**Run 1: signal wires on met1**

(2 px per micron)
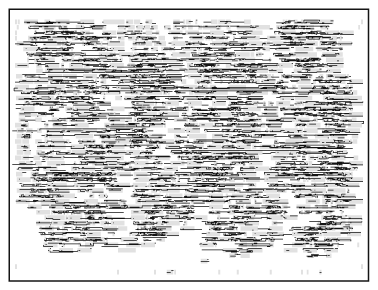
**Run 1: met2 routing**

(3 px per micron)
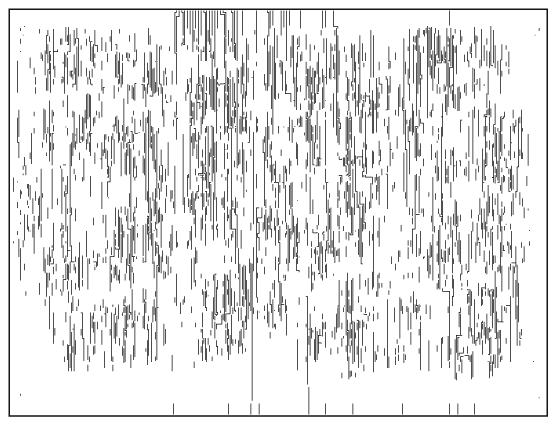
**Run 1: metal 3**

(1.5 px per micron)
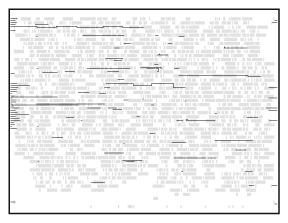
<file path="config.mk">
export PLATFORM = sky130hd
export DESIGN_NAME = mmio_input_responder
export DESIGN_NICKNAME = d
export VERILOG_FILES = /design/src/rtl/mmio_pkg.sv /design/src/rtl/input_debouncer.sv /design/src/rtl/mmio_input_responder.sv
export SDC_FILE = /design/constraint.sdc
export NUM_CORES = 1
export LEC_CHECK = 0
export CAP_MARGIN = 30
export CORE_ASPECT_RATIO = 0.75
export CORE_MARGIN = 2
export CORE_UTILIZATION = 55
export DETAILED_ROUTE_END_ITERATION = 16
export PLACE_DENSITY_LB_ADDON = 0.25
export SYNTH_ARGS = -nofsm -noshare
export SYNTH_HDL_FRONTEND = slang
export SYNTH_SLANG_ARGS = --single-unit
</file>
<file path="constraint.sdc">
create_clock -name clk -period 2.4 [get_ports clk]
set_input_delay 0.6 -clock clk [delete_from_list [all_inputs] [get_ports clk]]
set_output_delay 0.6 -clock clk [all_outputs]
set_load 0.1 [all_outputs]
</file>
<file path="src/rtl/mmio_pkg.sv">
// mmio_pkg: address map, control-register layout and helpers shared by the input responder
package mmio_pkg;
  localparam int DBITS = 32;
  localparam logic [DBITS-1:0] ADDR_KEY   = 32'hF000_0010;
  localparam logic [DBITS-1:0] ADDR_SW    = 32'hF000_0014;
  localparam logic [DBITS-1:0] ADDR_KCTRL = 32'hF000_0110;
  localparam logic [DBITS-1:0] ADDR_SCTRL = 32'hF000_0114;
  localparam int READY = 0;
  localparam int OVERRUN = 2;
  localparam int IE = 4;
  typedef struct packed {
    logic ie;
    logic overrun;
    logic ready;
  } dev_stat_t;
  function automatic int cnt_width(input int cycles);
    return $clog2(cycles);
  endfunction
  // A change event outranks the write-clear of overrun; a data read clears ready unless an event lands
  function automatic dev_stat_t stat_next(input dev_stat_t s, input logic ev, input logic rd,
                                          input logic wr, input logic [DBITS-1:0] wd);
    dev_stat_t n;
    n.ready = ev | (s.ready & ~rd);
    n.overrun = (ev & s.ready & ~rd) | (s.overrun & ~(wr & ~wd[OVERRUN]));
    n.ie = wr ? wd[IE] : s.ie;
    return n;
  endfunction
  function automatic logic [DBITS-1:0] ctrl_word(input dev_stat_t s);
    logic [DBITS-1:0] w;
    w = '0;
    w[READY] = s.ready;
    w[OVERRUN] = s.overrun;
    w[IE] = s.ie;
    return w;
  endfunction
endpackage

</file>
<file path="src/rtl/input_debouncer.sv">
// input_debouncer: 2-FF synchronizer and per-bit stability filter with a same-cycle change pulse
module input_debouncer
  import mmio_pkg::*;
#(
  parameter int WIDTH = 4,
  parameter int CYCLES = 4,
  parameter bit INVERT = 1'b0
) (
  input  logic             clk,
  input  logic             reset,
  input  logic [WIDTH-1:0] raw,
  output logic [WIDTH-1:0] stable,
  output logic             changed
);
  localparam int CW = cnt_width(CYCLES);
  localparam logic [CW-1:0] LAST = CW'(CYCLES - 1);
  logic [WIDTH-1:0] meta_q, sync_q, sync_v, stable_d, stable_q;
  logic [WIDTH-1:0][CW-1:0] cnt_d, cnt_q;
  always_comb begin
    sync_v = INVERT ? ~sync_q : sync_q;
    for (int i = 0; i < WIDTH; i++) begin
      cnt_d[i] = (sync_v[i] != stable_q[i] && cnt_q[i] != LAST) ? cnt_q[i] + CW'(1) : '0;
      stable_d[i] = (sync_v[i] != stable_q[i] && cnt_q[i] == LAST) ? sync_v[i] : stable_q[i];
    end
  end
  // Synchronizers reset to the raw idle level so an inverted input starts out released
  always_ff @(posedge clk) begin
    if (reset) begin
      meta_q <= {WIDTH{INVERT}};
      sync_q <= {WIDTH{INVERT}};
      stable_q <= '0;
      cnt_q <= '0;
    end else begin
      meta_q <= raw;
      sync_q <= meta_q;
      stable_q <= stable_d;
      cnt_q <= cnt_d;
    end
  end
  assign stable = stable_q;
  assign changed = |(stable_d ^ stable_q);
endmodule

</file>
<file path="src/rtl/mmio_input_responder.sv">
// mmio_input_responder: bus responder for debounced KEY/SW with status registers and one-cycle read latency
module mmio_input_responder
  import mmio_pkg::*;
#(
  parameter int DEBOUNCE_CYCLES = 100000
) (
  input  logic             clk,
  input  logic             reset,
  input  logic [3:0]       KEY,
  input  logic [9:0]       SW,
  input  logic [DBITS-1:0] addr,
  input  logic             rd_en,
  input  logic             wr_en,
  input  logic [DBITS-1:0] wdata,
  output logic [DBITS-1:0] rdata,
  output logic             rd_hit,
  output logic             irq
);
  logic [3:0] key_stable;
  logic [9:0] sw_stable;
  logic k_ev, s_ev, rd_hit_d, rd_hit_q;
  logic [DBITS-1:0] rdata_d, rdata_q;
  dev_stat_t k_d, k_q, s_d, s_q;
  input_debouncer #(.WIDTH(4), .CYCLES(DEBOUNCE_CYCLES), .INVERT(1'b1)) u_key (
    .clk(clk), .reset(reset), .raw(KEY), .stable(key_stable), .changed(k_ev)
  );
  input_debouncer #(.WIDTH(10), .CYCLES(DEBOUNCE_CYCLES), .INVERT(1'b0)) u_sw (
    .clk(clk), .reset(reset), .raw(SW), .stable(sw_stable), .changed(s_ev)
  );
  // Read data is taken from pre-update state, so a clearing read still reports what it cleared
  always_comb begin
    k_d = stat_next(k_q, k_ev, rd_en && addr == ADDR_KEY, wr_en && addr == ADDR_KCTRL, wdata);
    s_d = stat_next(s_q, s_ev, rd_en && addr == ADDR_SW, wr_en && addr == ADDR_SCTRL, wdata);
    rdata_d = !rd_en              ? '0 :
              addr == ADDR_KEY    ? DBITS'(key_stable) :
              addr == ADDR_SW     ? DBITS'(sw_stable) :
              addr == ADDR_KCTRL  ? ctrl_word(k_q) :
              addr == ADDR_SCTRL  ? ctrl_word(s_q) : '0;
    rd_hit_d = rd_en && (addr == ADDR_KEY || addr == ADDR_SW ||
                         addr == ADDR_KCTRL || addr == ADDR_SCTRL);
  end
  always_ff @(posedge clk) begin
    if (reset) begin
      k_q <= '0;
      s_q <= '0;
      rdata_q <= '0;
      rd_hit_q <= 1'b0;
    end else begin
      k_q <= k_d;
      s_q <= s_d;
      rdata_q <= rdata_d;
      rd_hit_q <= rd_hit_d;
    end
  end
  assign rdata = rdata_q;
  assign rd_hit = rd_hit_q;
  assign irq = (k_q.ready & k_q.ie) | (s_q.ready & s_q.ie);
endmodule

</file>
==> impl_metrics.json, run 1 <==
{
  "wire_per_inst_microns": 13.12,
  "clk_pin_slew_ns": 0.06,
  "top_area_cell": "dfxtp_1",
  "cts_setup_buffers": 0,
  "grtUsageTotal": 0.1950,
  "yosys-top-cells-count": "dfxtp_1, nor2_1, xor2_1",
  "gp_congestion": 0.8348,
  "avgSynthCellArea_sq_um": 8.972,
  "drc": 0,
  "path_class": "reg -> reg",
  "grt_pass1_vias": 8690,
  "root_buffer": "clkbuf_16",
  "power_density_nw_per_um2": 676.6,
  "yosys_area_sq_um": 12610,
  "routed_via_density": 5.209,
  "clk_latency_ns": 0.53,
  "synth_cells": 1405,
  "tool_warnings": 56,
  "fmax_mhz": 445.5,
  "worst-path-max-fanout": 16,
  "grt_pass1_wl_microns": 39920,
  "area_growth_pct": 13.99,
  "top_cell": "dfxtp_1",
  "grt_max_degree": 22,
  "final_util": 0.6448,
  "coreArea_sq_um": 22290,
  "io_buffers": 63,
  "antenna_found_initial": 1,
  "rsz0062_at_grt": "no",
  "cts_tree": "built",
  "std_cell_rows": 47,
  "yosys_warnings": 0,
  "required_ns": 2.82,
  "ys.flops": 297,
  "leakage_nw": 4.788,
  "outcome": "completed",
  "cts.sinks": 297,
  "cts_resized": 0,
  "dp_hpwl_microns": 16240,
  "cts_buffer_depth": 3,
  "fp_util": 0.5656,
  "die_h_microns": 135.1,
  "finalNetCount": 1572,
  "drt_iter0_markers": 525,
  "irDropWorstVdd_mv": 0.5062,
  "crit_path_end_kind": "register",
  "slew_headroom": 0.5480,
  "antenna_cells": 0,
  "pre_cts_slack_ns": -0.2732,
  "syn_area_sq_um": 12610,
  "tightest_slew_ns": 0.6728,
  "finalClockPeriodUsage": 0.9353,
  "topCellsByArea": "dfxtp_1, xor2_1, nor2_1",
  "cp-start-kind": "register",
  "chipArea_sq_um": 24160,
  "cap_viol_max_count": 0,
  "hold_path_class": "reg -> reg",
  "async_flop_share": 0,
  "postSynthSeqShare": 0.4717,
  "overflow": 0,
  "io_pins": 116,
  "die_w_microns": 178.8,
  "synth_cell_type_count": 52,
  "synthFlopType": "dfxtp_1",
  "setup_viol": 0,
  "cts_hold_buf": 0,
  "synth_top_area_share": 0.4717,
  "edf_count": 0,
  "layout-drive-gt1-share": 0.06095,
  "dpl-instance-area_sq_um": 13460,
  "hold_viol": 0,
  "setup_slack_ns": 0.1554,
  "yosysCellCount": 1405,
  "hold_slack_ns": 0.4078,
  "cp.arrival_ns": 2.67,
  "ctsHtreeMaxLevel": 1,
  "min_period_ns": 2.245,
  "ant_nets": 0,
  "finalClockSkew_ns": 0.007466,
  "firstDrtPassIters": 4,
  "p_total_w": 0.009722,
  "maxSlewViolCount": 0,
  "cts_buffers": 28,
  "design_area_sq_um": 14370
}
Notes on 'signal wires on met1' above:
share of all routed wire: 51%
wire length on this layer: 12,000 microns
final WL: 23,450 microns
vias: 9,308
met1 usage: 0.2829

Notes on 'met2 routing' above:
share of all routed wire: 43%
wire length on this layer: 10,200 microns
longest straight run: 45.6 microns
met2 Use GR: 0.3045

Notes on 'metal 3' above:
main direction: horizontal
share of all routed wire: 3.7%

==> run 1: state kept, by name, indices dropped and copies added, names as in the netlist <==
name	cells
s_q	3
u_sw.sync_q	10
u_key.cnt_q	68
rdata	10
u_sw.cnt_q	170
u_sw.stable	10
rd_hit	1
u_key.stable	4
u_key.sync_q	4
u_key.meta_q	4
k_q	3
u_sw.meta_q	10
==> run 1: cell type report <==
type                            instances  area (sq um)
Multi-Input combinational cell       1045          6321
Sequential cell                       297          5946
Tap cell                              294         367.9
Clock inverter                          6         82.58
Inverter                               25         93.84
Clock buffer                           41         830.8
Timing Repair Buffer                   79         728.2
Fill cell                            1832          7918
==> run 1: worst max-delay path, stage by stage (launching register included) <==
cell     delay, ns
dfxtp_1       0.34
or4_1         0.51
or4_1         0.59
or3_4         0.45
nand2_4       0.17
nor2_1        0.08
==> run 1: cells in the final DEF (no fill, tap or decap), drive strengths merged, types with 10 or more instances in the layout <==
| cell | n |
|---|---|
| dfxtp | 297 |
| nor2 | 276 |
| xor2 | 120 |
| xnor2 | 92 |
| nand2 | 89 |
| nand3 | 86 |
| clkdlybuf4s50 | 50 |
| nand4 | 44 |
| clkbuf | 41 |
| nor3 | 34 |
| and3 | 32 |
| buf | 29 |
| nor2b | 26 |
| or3 | 26 |
| inv | 25 |
| and4 | 25 |
| conb | 22 |
| nor4 | 21 |
| nor4bb | 16 |
| a21oi | 15 |
| mux2i | 14 |
| o21ai | 14 |
| ha | 14 |
| or2 | 13 |
| and2 | 12 |
| nor4b | 10 |
==> run 1: final timing paths <==
kind | end | start | slack [ns] | depth (start not counted)
min | u_key.sync_q[0]$_SDFF_PP1_ | u_key.meta_q[0]$_SDFF_PP1_ | 0.41 | 1
max reg2reg | u_sw.cnt_q[39]$_SDFF_PP0_ | u_sw.cnt_q[46]$_SDFF_PP0_ | 0.16 | 5
max | u_sw.cnt_q[39]$_SDFF_PP0_ | u_sw.cnt_q[46]$_SDFF_PP0_ | 0.16 | 5
min reg2reg | u_key.sync_q[0]$_SDFF_PP1_ | u_key.meta_q[0]$_SDFF_PP1_ | 0.41 | 1
==> run 1: layer usage <==
| metal | global-route usage | part of all wire | up-vias |
|---|---|---|---|
| met5 | 0 | 0.00055 | - |
| met4 | 0.04381 | 0.017 | 2 |
| met3 | 0.03238 | 0.037 | 40 |
| met2 | 0.3045 | 0.43 | 136 |
| met1 | 0.2829 | 0.51 | 4271 |
| li1 | - | - | 4859 |
==> run 1: power by group <==
group          switching (W)  internal, W
logic               0.000237     0.000113
clock network        0.00181      0.00259
registers          0.0000158      0.00496
==> run 1: cells by family (layout without fill, tap and decap cells) <==
group	Yosys count	count (layout)	share of synthesized area
flops	297	297	0.4717
compound gates	46	46	0.02213
other cells	1	22	0.0002975
simple gates	735	735	0.2969
buf+inv	84	151	0.03315
mux	16	16	0.01469
xor+xnor	212	212	0.1473
fa+ha+maj	14	14	0.01390
==> run 1: metrics by stage <==
step	std cells	TNS [ns]
final	1787	0
after global routing	1787	0
after CTS	1787	0
after detailed placement	1740	-2.699
after global placement	1740	-2.233
after floorplan	1426	0
**Run 1: track usage over the die**

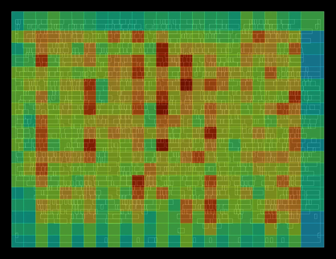

==> run 1 -> run 2 <==
--- a/config.mk
+++ b/config.mk
@@ -5,6 +5,8 @@
 export SDC_FILE = /design/constraint.sdc
 export NUM_CORES = 1
 export LEC_CHECK = 0
+export ABC_AREA = 1
+export ABC_CLOCK_PERIOD_IN_PS = 2400
 export CAP_MARGIN = 30
 export CORE_ASPECT_RATIO = 0.75
 export CORE_MARGIN = 2
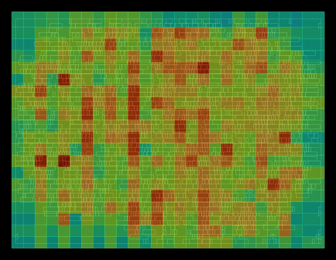
**Above:** run 2 (track usage over the die).
fin util: 0.6426
met2 Use GR: 0.3372
Overall Global Routing Usage: 0.2059

==> impl_metrics.json, run 2 <==
{
  "cts_buffer_depth": 3,
  "clk_pin_slew_ns": 0.06,
  "synth_cell_type_count": 48,
  "dp_hpwl_microns": 19570,
  "cp-start-kind": "register",
  "nFillCells": 2134,
  "hold_viol": 0,
  "slew_headroom": 0.5497,
  "yosysCellCount": 1796,
  "path_class": "reg -> out",
  "power_density_nw_per_um2": 652.2,
  "critPathTopFamily": "flip-flops",
  "cts.sinks": 297,
  "hold_slack_ns": 0.3896,
  "grt_pass1_vias": 10230,
  "ant_nets": 0,
  "critical_path_buf_inv_count": 1,
  "syn_area_sq_um": 13600,
  "finalClockPeriodUsage": 0.8229,
  "rsz0062_at_grt": "no",
  "io_buffers": 63,
  "p_total_w": 0.01012,
  "clk_latency_ns": 0.55,
  "routed_via_density": 5.000,
  "slowest_stage": "dfxtp_1",
  "yosys-top-cells-count": "nor2_1, dfxtp_1, nand2_1",
  "cap_viol_max_count": 0,
  "antenna_cells": 0,
  "cts_buffers": 29,
  "reg.largest.list": "u_sw.cnt_q x170, u_key.cnt_q x68",
  "ctsHtreeMaxLevel": 1,
  "top_register": "u_sw.cnt_q",
  "die_h_microns": 140.2,
  "coreArea_sq_um": 24160,
  "irDropWorstVdd_mv": 0.5624,
  "hold_path_class": "reg -> reg",
  "largest_reg_flops": 170,
  "required_ns": 1.80,
  "cp_cell_sequence": "a22o_1, buf_4",
  "synth_cells": 1796,
  "cts_setup_buffers": 0,
  "outcome": "completed",
  "grt_pass1_wl_microns": 45580,
  "die_w_microns": 185.5,
  "cts_hold_buf": 0,
  "fmax_mhz": 506.4,
  "synthFlopType": "dfxtp_1",
  "setup_viol": 0,
  "ys.flops": 297,
  "chipArea_sq_um": 26010,
  "overflow": 0,
  "cts_tree": "built",
  "lay_top_count": "nor2_1",
  "cts_resized": 0,
  "postSynthSeqShare": 0.4373,
  "avgSynthCellArea_sq_um": 7.570,
  "tool_warnings": 56,
  "io_pins": 116,
  "firstDrtPassIters": 5,
  "edf_count": 0,
  "drt_iter0_markers": 669,
  "maxSlewViolCount": 0,
  "finalNetCount": 1977,
  "worst-path-max-fanout": 3,
  "topCellsByArea": "dfxtp_1, nor2_1, nand2_1",
  "lay_top_cells": "nor2_1, dfxtp_1, nand2_1",
  "area_growth_pct": 14.17,
  "top_area_cell": "dfxtp_1",
  "crit_path_end_kind": "output pin",
  "wire_per_inst_microns": 11.91,
  "finalClockSkew_ns": 0.01802,
  "std_cell_rows": 49,
  "fp_util": 0.5628,
  "async_flop_share": 0,
  "drc": 0,
  "synth_top_area_share": 0.4373,
  "max_stage_delay_ns": 0.37,
  "antenna_found_initial": 0,
  "grt_max_degree": 45,
  "yosys_area_sq_um": 13600,
  "top_cell": "nor2_1",
  "setup_tns_ns": 0,
  "cp.arrival_ns": 1.37,
  "tightest_slew_ns": 0.6735,
  "yosys_warnings": 0,
  "layout-drive-gt1-share": 0.09516,
  "root_buffer": "clkbuf_16",
  "gp_congestion": 0.8590,
  "min_period_ns": 1.975,
  "leakage_nw": 5.631
}
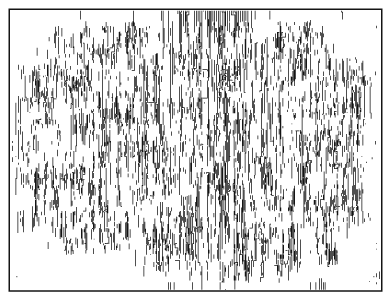
**Above:** run 2 (met2 routing).
(2 px per micron)
final WL: 26,600 microns
vias: 11,170

-- run 2: cell count changes after synthesis, moves of 27 or more --
| cell | previous run | this run |
|---|---|---|
| clkbuf_1 | 32 | 5 |
| inv_1 | 25 | 244 |
| xnor2_1 | 92 | 19 |
| nand2_1 | 88 | 258 |
| a21oi_1 | 15 | 100 |
| xor2_1 | 120 | 66 |
| nor2_1 | 276 | 306 |
-- run 2: tightest hold or removal path, delay by kind of cell, from the launching register on --
| kind | cells | cell delay (ns) |
|---|---|---|
| buffers and inverters | 1 | 0.04 |
| flip-flops | 1 | 0.30 |
| AND/OR/NAND/NOR | 1 | 0.03 |
-- run 2: through the flow --
step	instances	cell area [sq um]	setup slack, ns
after floorplan	1817	13670	0.7123
after global placement	2181	14510	0.04793
after detailed placement	2181	14510	0.001121
after CTS	2233	15520	0.4114
after global routing	2233	15520	0.3365
final	2233	15520	0.4251
-- run 2: path summary, 6_finish.rpt --
kind	endpoint	slack, ns	start	cells past startpoint
setup reg to reg	u_sw.cnt_q[50]$_SDFF_PP0_	0.56	u_sw.cnt_q[34]$_SDFF_PP0_	8
hold / removal	u_sw.sync_q[6]$_SDFF_PP0_	0.39	u_sw.meta_q[6]$_SDFF_PP0_	2
setup / recovery	irq	0.43	s_q[0]$_SDFF_PP0_	2
hold reg to reg	u_sw.sync_q[6]$_SDFF_PP0_	0.39	u_sw.meta_q[6]$_SDFF_PP0_	2
-- run 2: routing by layer --
layer	vias up	wire length (microns)	global-route usage
li1	5907	-	-
met1	5038	13230	0.2860
met2	182	11650	0.3372
met3	38	1265	0.03562
met4	0	450	0.04351
met5	-	0	0
-- run 2: area by class of cell --
cell class	count	area, sq um	area share
multi-input combinational	1233	6541	0.4214
sequential	297	5946	0.3830
inverter	244	915.9	0.05900
clock buffer	35	788.3	0.05078
timing repair buffer	76	693.2	0.04466
tap	331	414.1	0.02668
clock inverter	17	224.0	0.01443
-- run 2: logic make-up (layout without fill, tap and decap cells) --
group,after synthesis,in the layout,share of synthesized area
AND/OR/NAND/NOR,922,922,0.3289
flip-flops,297,297,0.4373
buffers and inverters,287,372,0.08734
AND-OR/OR-AND,190,190,0.07850
XOR/XNOR,85,85,0.05476
adder cells (fa/ha/maj),14,14,0.01288
other,1,22,0.0002758
-- run 2: power by group --
| part | total, W | leakage (nW) | internal, W | switching [W] |
|---|---|---|---|---|
| Sequential | 0.00497 | 2.40 | 0.00496 | 0.0000157 |
| Clock | 0.00479 | 0.509 | 0.00288 | 0.00191 |
| Combinational | 0.000364 | 2.72 | 0.000110 | 0.000254 |
| Total | 0.0101 | 5.63 | 0.00794 | 0.00218 |
**Run 2: the metal 4 layer**

(1.5 px per micron)
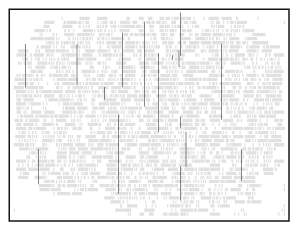

==> run 2 -> run 3 <==
--- a/config.mk
+++ b/config.mk
@@ -6,7 +6,7 @@
 export NUM_CORES = 1
 export LEC_CHECK = 0
 export ABC_AREA = 1
-export ABC_CLOCK_PERIOD_IN_PS = 2400
+export ABC_CLOCK_PERIOD_IN_PS = 2000
 export CAP_MARGIN = 30
 export CORE_ASPECT_RATIO = 0.75
 export CORE_MARGIN = 2
==> constraint.sdc (replaced) <==
create_clock -name clk -period 2 [get_ports clk]
set_input_delay 0.5 -clock clk [delete_from_list [all_inputs] [get_ports clk]]
set_output_delay 0.5 -clock clk [all_outputs]
set_load 0.1 [all_outputs]
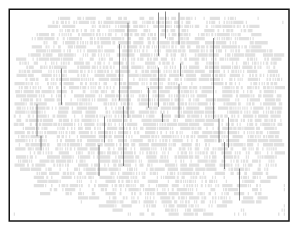
**Above:** run 3 (the metal 4 layer).
(1.5 px per micron)
share of all routed wire: 1.8%
nets with wire on the layer: 12

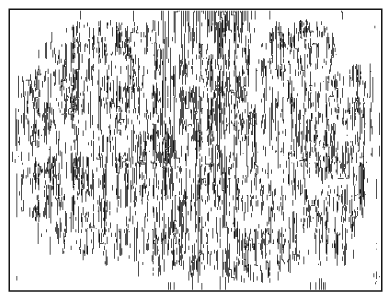
**Above:** run 3 (met2 routing).
(2 px per micron)
nets with wire on the layer: 1,590
longest straight run: 47.9 microns
main direction: vertical
final WL: 27,510 microns
vias: 11,340

==> impl_metrics.json, run 3 <==
{
  "fp_util": 0.5628,
  "grt_max_degree": 33,
  "cts_hold_buf": 0,
  "fmax_mhz": 547.5,
  "hold_slack_ns": 0.3996,
  "die_w_microns": 185.5,
  "cp-startpoint": "s_q[0]$_SDFF_PP0_",
  "setup_viol": 0,
  "p_total_w": 0.01266,
  "cts_buffer_depth": 3,
  "required_ns": 1.50,
  "cts_tree": "built",
  "hold_viol": 0,
  "busiest_layer": "met2",
  "outcome": "completed",
  "setup_tns_ns": 0,
  "lay_top_count": "nor2_1",
  "ant_nets": 0,
  "grtUsageTotal": 0.2109,
  "synth_cells": 1796,
  "grtUsageMet1": 0.2911,
  "chipArea_sq_um": 26010,
  "io_buffers": 63,
  "ys.flops": 297,
  "yosysCellCount": 1796,
  "syn_area_sq_um": 13600,
  "firstDrtPassIters": 7,
  "yosys_area_sq_um": 13600,
  "antenna_found_initial": 0,
  "leakage_nw": 5.766,
  "root_buffer": "clkbuf_16",
  "cap_viol_max_count": 0,
  "avgSynthCellArea_sq_um": 7.570,
  "finalClockSkew_ns": 0.01533,
  "drt_iter0_markers": 613,
  "area_growth_pct": 16.52,
  "tool_warnings": 56,
  "std_cell_rows": 49,
  "path_class": "reg -> out",
  "top_area_cell": "dfxtp_1",
  "yosys_warnings": 0,
  "use_met2": 0.3462,
  "final_util": 0.6558,
  "io_pins": 116,
  "power_density_nw_per_um2": 799.2,
  "irDropWorstVdd_mv": 0.6293,
  "wire_per_inst_microns": 12.23,
  "cts.sinks": 297,
  "lay_top_cells": "nor2_1, dfxtp_1, nand2_1",
  "die_h_microns": 140.2,
  "reg.largest.list": "u_sw.cnt_q x170, u_key.cnt_q x68",
  "layout-drive-gt1-share": 0.1068,
  "synthFlopType": "dfxtp_1",
  "regToRegStartpoint": "u_sw.cnt_q[136]$_SDFF_PP0_",
  "overflow": 0,
  "top_cell": "nor2_1",
  "antenna_cells": 0,
  "topCellsByArea": "dfxtp_1, nor2_1, nand2_1",
  "coreArea_sq_um": 24160,
  "hold_start": "reset",
  "finalClockPeriodUsage": 0.9133,
  "cp-start-kind": "register",
  "yosys-top-cells-count": "nor2_1, dfxtp_1, nand2_1",
  "clk_latency_ns": 0.55,
  "synth_top_area_share": 0.4373,
  "grt_pass1_wl_microns": 46600,
  "synth_cell_type_count": 48,
  "dp_hpwl_microns": 19960,
  "cts_setup_buffers": 0,
  "hold_path_class": "in -> reg",
  "routed_via_density": 5.040,
  "ctsHtreeMaxLevel": 1,
  "largest_reg_flops": 170,
  "top_register": "u_sw.cnt_q",
  "cts_buffers": 28,
  "cp.arrival_ns": 1.33,
  "postSynthSeqShare": 0.4373,
  "crit_path_end_kind": "output pin",
  "met3_usage": 0.03692,
  "gp_congestion": 0.8400,
  "maxSlewViolCount": 0,
  "drc": 0,
  "async_flop_share": 0,
  "clk_pin_slew_ns": 0.07,
  "min_period_ns": 1.827,
  "grt_pass1_vias": 10440
}
==> run 3: cell counts after synthesis <==
No cell type changed its count.
==> run 3: area by class of cell <==
class | count | area [sq um]
sequential | 297 | 5947
timing repair buffer | 93 | 883.3
clock buffer | 35 | 787.0
multi-input combinational | 1233 | 6565
tap | 331 | 414.1
inverter | 244 | 915.9
clock inverter | 17 | 329.1
fill | 2107 | 8314
==> run 3: path summary, 6_finish.rpt <==
path | endpoint | slack, ns | cells past startpoint
worst min-delay path | u_sw.sync_q[8]$_SDFF_PP0_ | 0.40 | 3
worst max register to register | u_sw.cnt_q[152]$_SDFF_PP0_ | 0.19 | 10
worst min register to register | u_sw.sync_q[0]$_SDFF_PP0_ | 0.40 | 2
worst max-delay path | irq | 0.17 | 2
==> run 3: repair_timing <==
| action | in CTS | in global routing |
|---|---|---|
| resized | 0 | 7 |
| endpoints found under the setup margin | 0 | 5 |
| endpoints found under the hold margin | 0 | 0 |
==> run 3: logic make-up (layout without fill, tap and decap cells) <==
| kind of cell | count (synthesis) | after routing | share of synthesized area |
|---|---|---|---|
| flops | 297 | 297 | 0.4373 |
| fa+ha+maj | 14 | 14 | 0.01288 |
| buf+inv | 287 | 389 | 0.08734 |
| simple gates | 922 | 922 | 0.3289 |
| compound gates | 190 | 190 | 0.07850 |
| other cells | 1 | 22 | 0.0002758 |
| xor+xnor | 85 | 85 | 0.05476 |
==> run 3: routing by layer <==
layer	part of all wire	vias up
li1	-	5943
met1	0.48	5179
met2	0.45	170
met3	0.043	47
met4	0.018	0
met5	0	-
==> run 3: per-stage QoR <==
stage	setup WS, ns	cells	area, sq um
after floorplan	0.4123	1817	13670
after global placement	-0.1315	2198	14700
after detailed placement	-0.2762	2198	14700
after CTS	0.1571	2250	15820
after global routing	0.01484	2250	15840
final	0.1734	2250	15840
==> run 3: worst max-delay path, stage by stage (launching register included) <==
cell	delay, ns
dfxtp_1	0.33
a22o_1	0.27
buf_12	0.17
==> run 3: power breakdown <==
part | switching [W] | internal, W | leakage (nW)
clock network | 0.00229 | 0.00396 | 0.552
registers | 0.0000196 | 0.00595 | 2.40
logic | 0.000307 | 0.000139 | 2.82
Power is estimated from default activity; no workload was simulated.
